File: config.mk
export PLATFORM = sky130hd
export DESIGN_NAME = timer_ctrl_flat
export DESIGN_NICKNAME = d
export VERILOG_FILES = /design/src/rtl/timer_ctrl_if.sv /design/src/rtl/timer_ctrl.sv /design/src/flat_wrapper.sv
export SDC_FILE = /design/constraint.sdc
export NUM_CORES = 1
export LEC_CHECK = 0
export ABC_AREA = 1
export CAP_MARGIN = 20
export CORE_MARGIN = 2
export CORE_UTILIZATION = 50
export CTS_BUF_LIST = sky130_fd_sc_hd__clkbuf_16
export CTS_CLUSTER_DIAMETER = 120
export DETAILED_ROUTE_END_ITERATION = 8
export PLACE_DENSITY = 0.73
export SYNTH_ARGS = -nofsm -noshare
export SYNTH_HDL_FRONTEND = slang
export SYNTH_SLANG_ARGS = --single-unit
export TNS_END_PERCENT = 30
File: constraint.sdc
create_clock -name clk -period 1.38 [get_ports clk]
set_input_delay 0.345 -clock clk [delete_from_list [all_inputs] [get_ports clk]]
set_output_delay 0.345 -clock clk [all_outputs]
set_load 0.05 [all_outputs]
File: src/rtl/timer_ctrl_if.sv
// Local-bus interface for timer_ctrl: single-cycle request, one-cycle rdy reply.
interface timer_ctrl_if;
  logic [7:0] addr;
  logic       cs;
  logic       req;
  logic       rnw;
  logic [7:0] wr_data;
  logic [7:0] rd_data;
  logic       rdy;

  modport master (output addr, cs, req, rnw, wr_data, input rd_data, rdy);
  modport slave  (input addr, cs, req, rnw, wr_data, output rd_data, rdy);
endinterface

File: src/rtl/timer_ctrl.sv
// timer_ctrl: prescaled 16-bit down-counter with auto-reload, sticky EXP flag
// and a local-bus register file. Optional macro TIMER_CTRL_IRQ_EN adds CTRL
// bit2 (IE) and a registered irq = EXP && IE; without it irq is tied low.
module timer_ctrl #(
  parameter logic [7:0] RESET_PRESCALE = 8'd0
) (
  input  logic         clk,
  input  logic         reset_,
  timer_ctrl_if.slave  bus,
  output logic         irq
);
  localparam logic [7:0] A_CTRL     = 8'h00;
  localparam logic [7:0] A_PRESCALE = 8'h01;
  localparam logic [7:0] A_RLD_LO   = 8'h02;
  localparam logic [7:0] A_RLD_HI   = 8'h03;
  localparam logic [7:0] A_CNT_LO   = 8'h04;
  localparam logic [7:0] A_CNT_HI   = 8'h05;
  localparam logic [7:0] A_STATUS   = 8'h06;

  logic        r_en, r_auto;
  logic [7:0]  r_pre;
  logic [15:0] r_reload;
  logic [15:0] r_count;
  logic [7:0]  r_pcnt;
  logic [7:0]  r_shadow;
  logic        r_exp;
  logic        r_rdy;
  logic [7:0]  r_rdata;

  logic        w_acc, w_wr, w_rd, w_wr_ctrl, w_en_rise;
  logic        w_tick, w_expire, w_clr, w_ie;
  logic [7:0]  w_rmux;

  // A new transfer is not taken while the previous reply is still on the bus,
  // so each request yields exactly one isolated rdy pulse.
  assign w_acc     = bus.cs && bus.req && !r_rdy;
  assign w_wr      = w_acc && !bus.rnw;
  assign w_rd      = w_acc && bus.rnw;
  assign w_wr_ctrl = w_wr && (bus.addr == A_CTRL);
  assign w_en_rise = w_wr_ctrl && bus.wr_data[0] && !r_en;
  assign w_tick    = r_en && (r_pcnt == r_pre);
  assign w_expire  = w_tick && (r_count == 16'h0000);
  assign w_clr     = w_wr && (bus.addr == A_STATUS) && bus.wr_data[0];

`ifdef TIMER_CTRL_IRQ_EN
  logic r_ie;
  logic r_irq;

  // Interrupt enable bit lives in CTRL bit2.
  always_ff @(posedge clk or negedge reset_) begin
    if (!reset_)        r_ie <= 1'b0;
    else if (w_wr_ctrl) r_ie <= bus.wr_data[2];
  end

  // irq follows the registered EXP flag by one cycle.
  always_ff @(posedge clk or negedge reset_) begin
    if (!reset_) r_irq <= 1'b0;
    else         r_irq <= r_exp && r_ie;
  end

  assign w_ie = r_ie;
  assign irq  = r_irq;
`else
  assign w_ie = 1'b0;
  assign irq  = 1'b0;
`endif

  // Register read mux; unmapped addresses read as zero.
  always_comb begin
    w_rmux = 8'h00;
    case (bus.addr)
      A_CTRL:     w_rmux = {5'b0, w_ie, r_auto, r_en};
      A_PRESCALE: w_rmux = r_pre;
      A_RLD_LO:   w_rmux = r_reload[7:0];
      A_RLD_HI:   w_rmux = r_reload[15:8];
      A_CNT_LO:   w_rmux = r_count[7:0];
      A_CNT_HI:   w_rmux = r_shadow;
      A_STATUS:   w_rmux = {7'b0, r_exp};
      default:    w_rmux = 8'h00;
    endcase
  end

  // Bus reply: rdy and rd_data are valid only in the cycle after acceptance.
  always_ff @(posedge clk or negedge reset_) begin
    if (!reset_) begin
      r_rdy   <= 1'b0;
      r_rdata <= 8'h00;
    end else begin
      r_rdy   <= w_acc;
      r_rdata <= w_rd ? w_rmux : 8'h00;
    end
  end

  assign bus.rdy     = r_rdy;
  assign bus.rd_data = r_rdata;

  // Plain configuration registers.
  always_ff @(posedge clk or negedge reset_) begin
    if (!reset_) begin
      r_pre    <= RESET_PRESCALE;
      r_reload <= 16'h0000;
      r_auto   <= 1'b0;
    end else if (w_wr) begin
      case (bus.addr)
        A_CTRL:     r_auto          <= bus.wr_data[1];
        A_PRESCALE: r_pre           <= bus.wr_data;
        A_RLD_LO:   r_reload[7:0]   <= bus.wr_data;
        A_RLD_HI:   r_reload[15:8]  <= bus.wr_data;
        default:    ;
      endcase
    end
  end

  // EN: software-controlled, self-clears on a one-shot expiry.
  always_ff @(posedge clk or negedge reset_) begin
    if (!reset_) r_en <= 1'b0;
    else begin
      if (w_wr_ctrl)             r_en <= bus.wr_data[0];
      if (w_expire && !r_auto)   r_en <= 1'b0;
    end
  end

  // Counter and prescaler; both hold while EN=0. RELOAD only reaches the
  // count on EN rising or on an auto-reload expiry.
  always_ff @(posedge clk or negedge reset_) begin
    if (!reset_) begin
      r_count <= 16'h0000;
      r_pcnt  <= 8'h00;
    end else if (w_en_rise) begin
      r_count <= r_reload;
      r_pcnt  <= 8'h00;
    end else if (r_en) begin
      r_pcnt <= w_tick ? 8'h00 : r_pcnt + 8'd1;
      if (w_tick) begin
        if (r_count != 16'h0000) r_count <= r_count - 16'd1;
        else if (r_auto)         r_count <= r_reload;
        else                     r_count <= 16'h0000;
      end
    end
  end

  // High-byte snapshot taken on a COUNT_LO read for a coherent 16-bit read.
  always_ff @(posedge clk or negedge reset_) begin
    if (!reset_)                                  r_shadow <= 8'h00;
    else if (w_rd && (bus.addr == A_CNT_LO))      r_shadow <= r_count[15:8];
  end

  // Sticky EXP; a same-cycle expiry wins over write-1-to-clear.
  always_ff @(posedge clk or negedge reset_) begin
    if (!reset_) r_exp <= 1'b0;
    else         r_exp <= w_expire || (r_exp && !w_clr);
  end
endmodule

File: src/flat_wrapper.sv
// flat-port wrapper written by rule: the top's interface ports become plain ports
module timer_ctrl_flat 
#(
  parameter logic [7:0] RESET_PRESCALE = 8'd0
)
  (clk, reset_, irq, bus_addr, bus_cs, bus_req, bus_rnw, bus_wr_data, bus_rd_data, bus_rdy);
  timer_ctrl_if bus_i ();
  input  logic clk;
  input  logic reset_;
  output logic irq;
  input wire logic [$bits(bus_i.addr)-1:0] bus_addr;
  input wire logic [$bits(bus_i.cs)-1:0] bus_cs;
  input wire logic [$bits(bus_i.req)-1:0] bus_req;
  input wire logic [$bits(bus_i.rnw)-1:0] bus_rnw;
  input wire logic [$bits(bus_i.wr_data)-1:0] bus_wr_data;
  output wire logic [$bits(bus_i.rd_data)-1:0] bus_rd_data;
  output wire logic [$bits(bus_i.rdy)-1:0] bus_rdy;
  assign bus_i.addr = bus_addr;
  assign bus_i.cs = bus_cs;
  assign bus_i.req = bus_req;
  assign bus_i.rnw = bus_rnw;
  assign bus_i.wr_data = bus_wr_data;
  assign bus_rd_data = bus_i.rd_data;
  assign bus_rdy = bus_i.rdy;
  timer_ctrl #(.RESET_PRESCALE(RESET_PRESCALE)) u_core (.clk(clk), .reset_(reset_), .bus(bus_i), .irq(irq));
endmodule
run_1/sizing.png
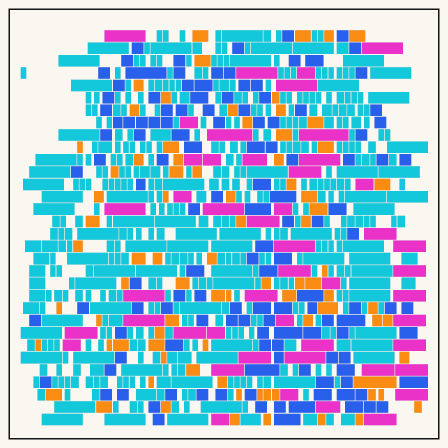
| color | size | cells |
|---|---|---|
| cyan | x1 and smaller | 467 |
| orange | x2 | 81 |
| magenta | x6 and larger | 47 |
| blue | x3 and x4 | 130 |

run_1/closeup.png
Region (61, 61) to (81, 81) um. Cells in gray, sequential cells in the stronger gray; small squares are vias.
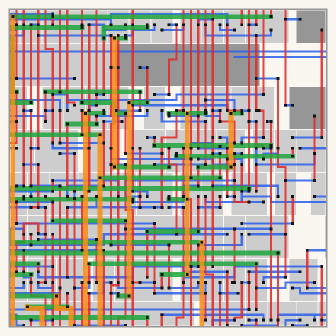
| color | layer |
|---|---|
| blue | M1 |
| orange | M4 |
| red | M2 |
| green | M3 |
most frequent: nand2_1 (28), nand3_1 (6), buf_4 (6)
netlist names of flops here include: u_core.r_count (1)
sequential cells in the window: 1
cells with their middle in the window: 60

run_1/placed.png
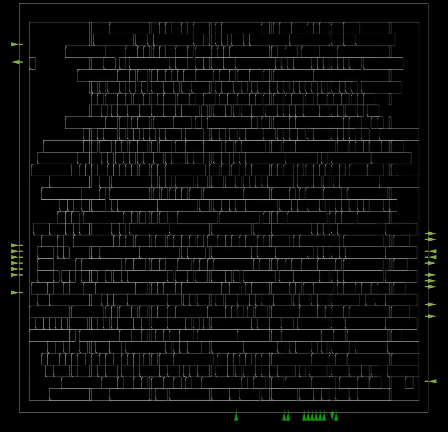
Seq/total area: 27.6%
registers: 68
Cell Count, Final, Fillers Out: 827
CORE AREA: 7810 sq um
Tapcells: 102

==> deck_impl_summary.md, run 1 <==
Run Summary

Yosys
  – Yosys xor share: around 1.1%
  – Yosys warning count: 0
  – Most common reg cell: dfrtp_1
  – Post-synth area hogs: dfrtp_1 42%, nand2_1 21%, nand3_1 4.8%
  – Post-Synthesis Cells: approximately 570

Power
  – Leak: about 3.1 nW
  – Psw: about 1.3 mW

Clock tree
  – Clock sink count: approximately 68
  – H-tree Lvls: 3
  – TritonCTS clock tree: yes
  – CTS root buf: clkbuf_16
  – Clock Path Buffers: 2

Route
  – Vias/cell: 5.65
  – Vias: ~4700

Setup path
  – Delay of the slowest critical-path stage: between 400 and 500 ps
  – Reg2Reg Depth: 10
  – CP Max Fanout: 6
  – CP Launch Type: flop
  – WP data required: between 1500 and 2000 ps
  – Reg-to-reg slack, setup: -310 ps
  – Cells along the critical path: inv_2, nand3_4, nor3_4, buf_6, nand3_4, clkbuf_16, nand4_1, nand2_1, nand2_1, nand2_1
  – Crit Path Class: reg -> reg

Placement
  – Dpl ws: -774 ps
  – Final HPWL DP: roughly 8700 um
  – Port Buf Inserts: 29

STA
  – Max-slew violation count: 0
  – Final setup fails: about 49
  – PnR worst setup slack: -314 ps

Finish
  – Layout fillers: 491
  – Storage cell area: about 1700 sq um
  – Non-Clock Inverter Count: 58
  – Non-clk bufs: roughly 150

Job
  – Stage-log warning count: 30

Global routing
  – GR peak layer: met2
  – Initial antenna violation count: 0
  – First-pass GRT wire length: between 20000 and 25000 um

Outcome
  – Status: complete, but fails checks
  – Failing checks: setup timing
## Run 2: what changed since run 1
CTS_CLUSTER_SIZE = 8   (was default)
SETUP_SLACK_MARGIN = 0.5   (was default)
run_2/pinout.png
Bar = 20 um. Pins as bars across the die edge, other pins in gray.
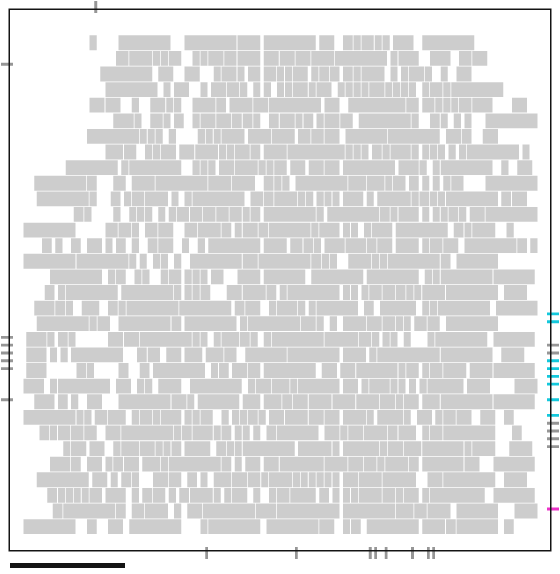
| color | port | pins | direction | edge |
|---|---|---|---|---|
| magenta | reset_ | 1 | input | right |
| cyan | bus_rd_data | 8 | output | right |
all pins by edge: 15 right, 8 bottom, 7 left, 1 top

==> run 2 against run 1 <==
Against the previous run: critical path type unchanged; core utilization is 3.1 points higher; clock skew grew 3.0 ps; the flow finishes with violations (DRC, hold timing, setup timing); global-route usage is 4.4 points higher; clock-buffer cell count stayed put; sequential share of layout area is 1.0 points lower; final area grew 3.9%; die area unchanged.
==> deck_impl_summary.md, run 2 <==
Run Summary

Outcome
  – Status: complete, but fails checks
  – Failing checks: DRC, hold timing, setup timing

Floorplan
  – Tapcells: 102
  – CORE AREA: 7810 sq um

Setup path
  – CP Launch Type: flop
  – Delay of the slowest critical-path stage: around 460 ps
  – Reg-to-reg slack, setup: -270 ps
  – Crit Path Class: reg -> reg
  – CP Max Fanout: 5
  – Reg2Reg Depth: 9
  – WP data required: 1650 ps
  – Cells along the critical path: nor2_4, nand2_4, nor2_4, nand2_4, o21ai_2, nand2_1, nand2_1, nand2_1, nand2_1

Placement
  – Dpl ws: -731 ps
  – Port Buf Inserts: 29
  – Final HPWL DP: just over 9000 um

Yosys
  – Most common reg cell: dfrtp_1
  – Post-synth area hogs: dfrtp_1 42%, nand2_1 21%, nand3_1 4.8%
  – Post-Synthesis Cells: between 500 and 600
  – Yosys xor share: ~1.1%

STA
  – Final hold slack: -81.3 ps
  – Max-slew violation count: 0
  – Final setup fails: approximately 51
  – Final hold viol count: 11
  – PnR worst setup slack: -272 ps

Clock tree
  – TritonCTS clock tree: yes

Route
  – Residual DRC: 5
  – Vias: roughly 4800

Global routing
  – First-pass GRT wire length: approximately 24000 um

Finish
  – Seq/total area: 26.5%
  – Non-Clock Inverter Count: just under 60
  – Registers: roughly 68
  – Non-clk bufs: between 100 and 150
  – Layout fillers: ~450
Power figures rest on the tool's default switching activity, not on a simulated workload.
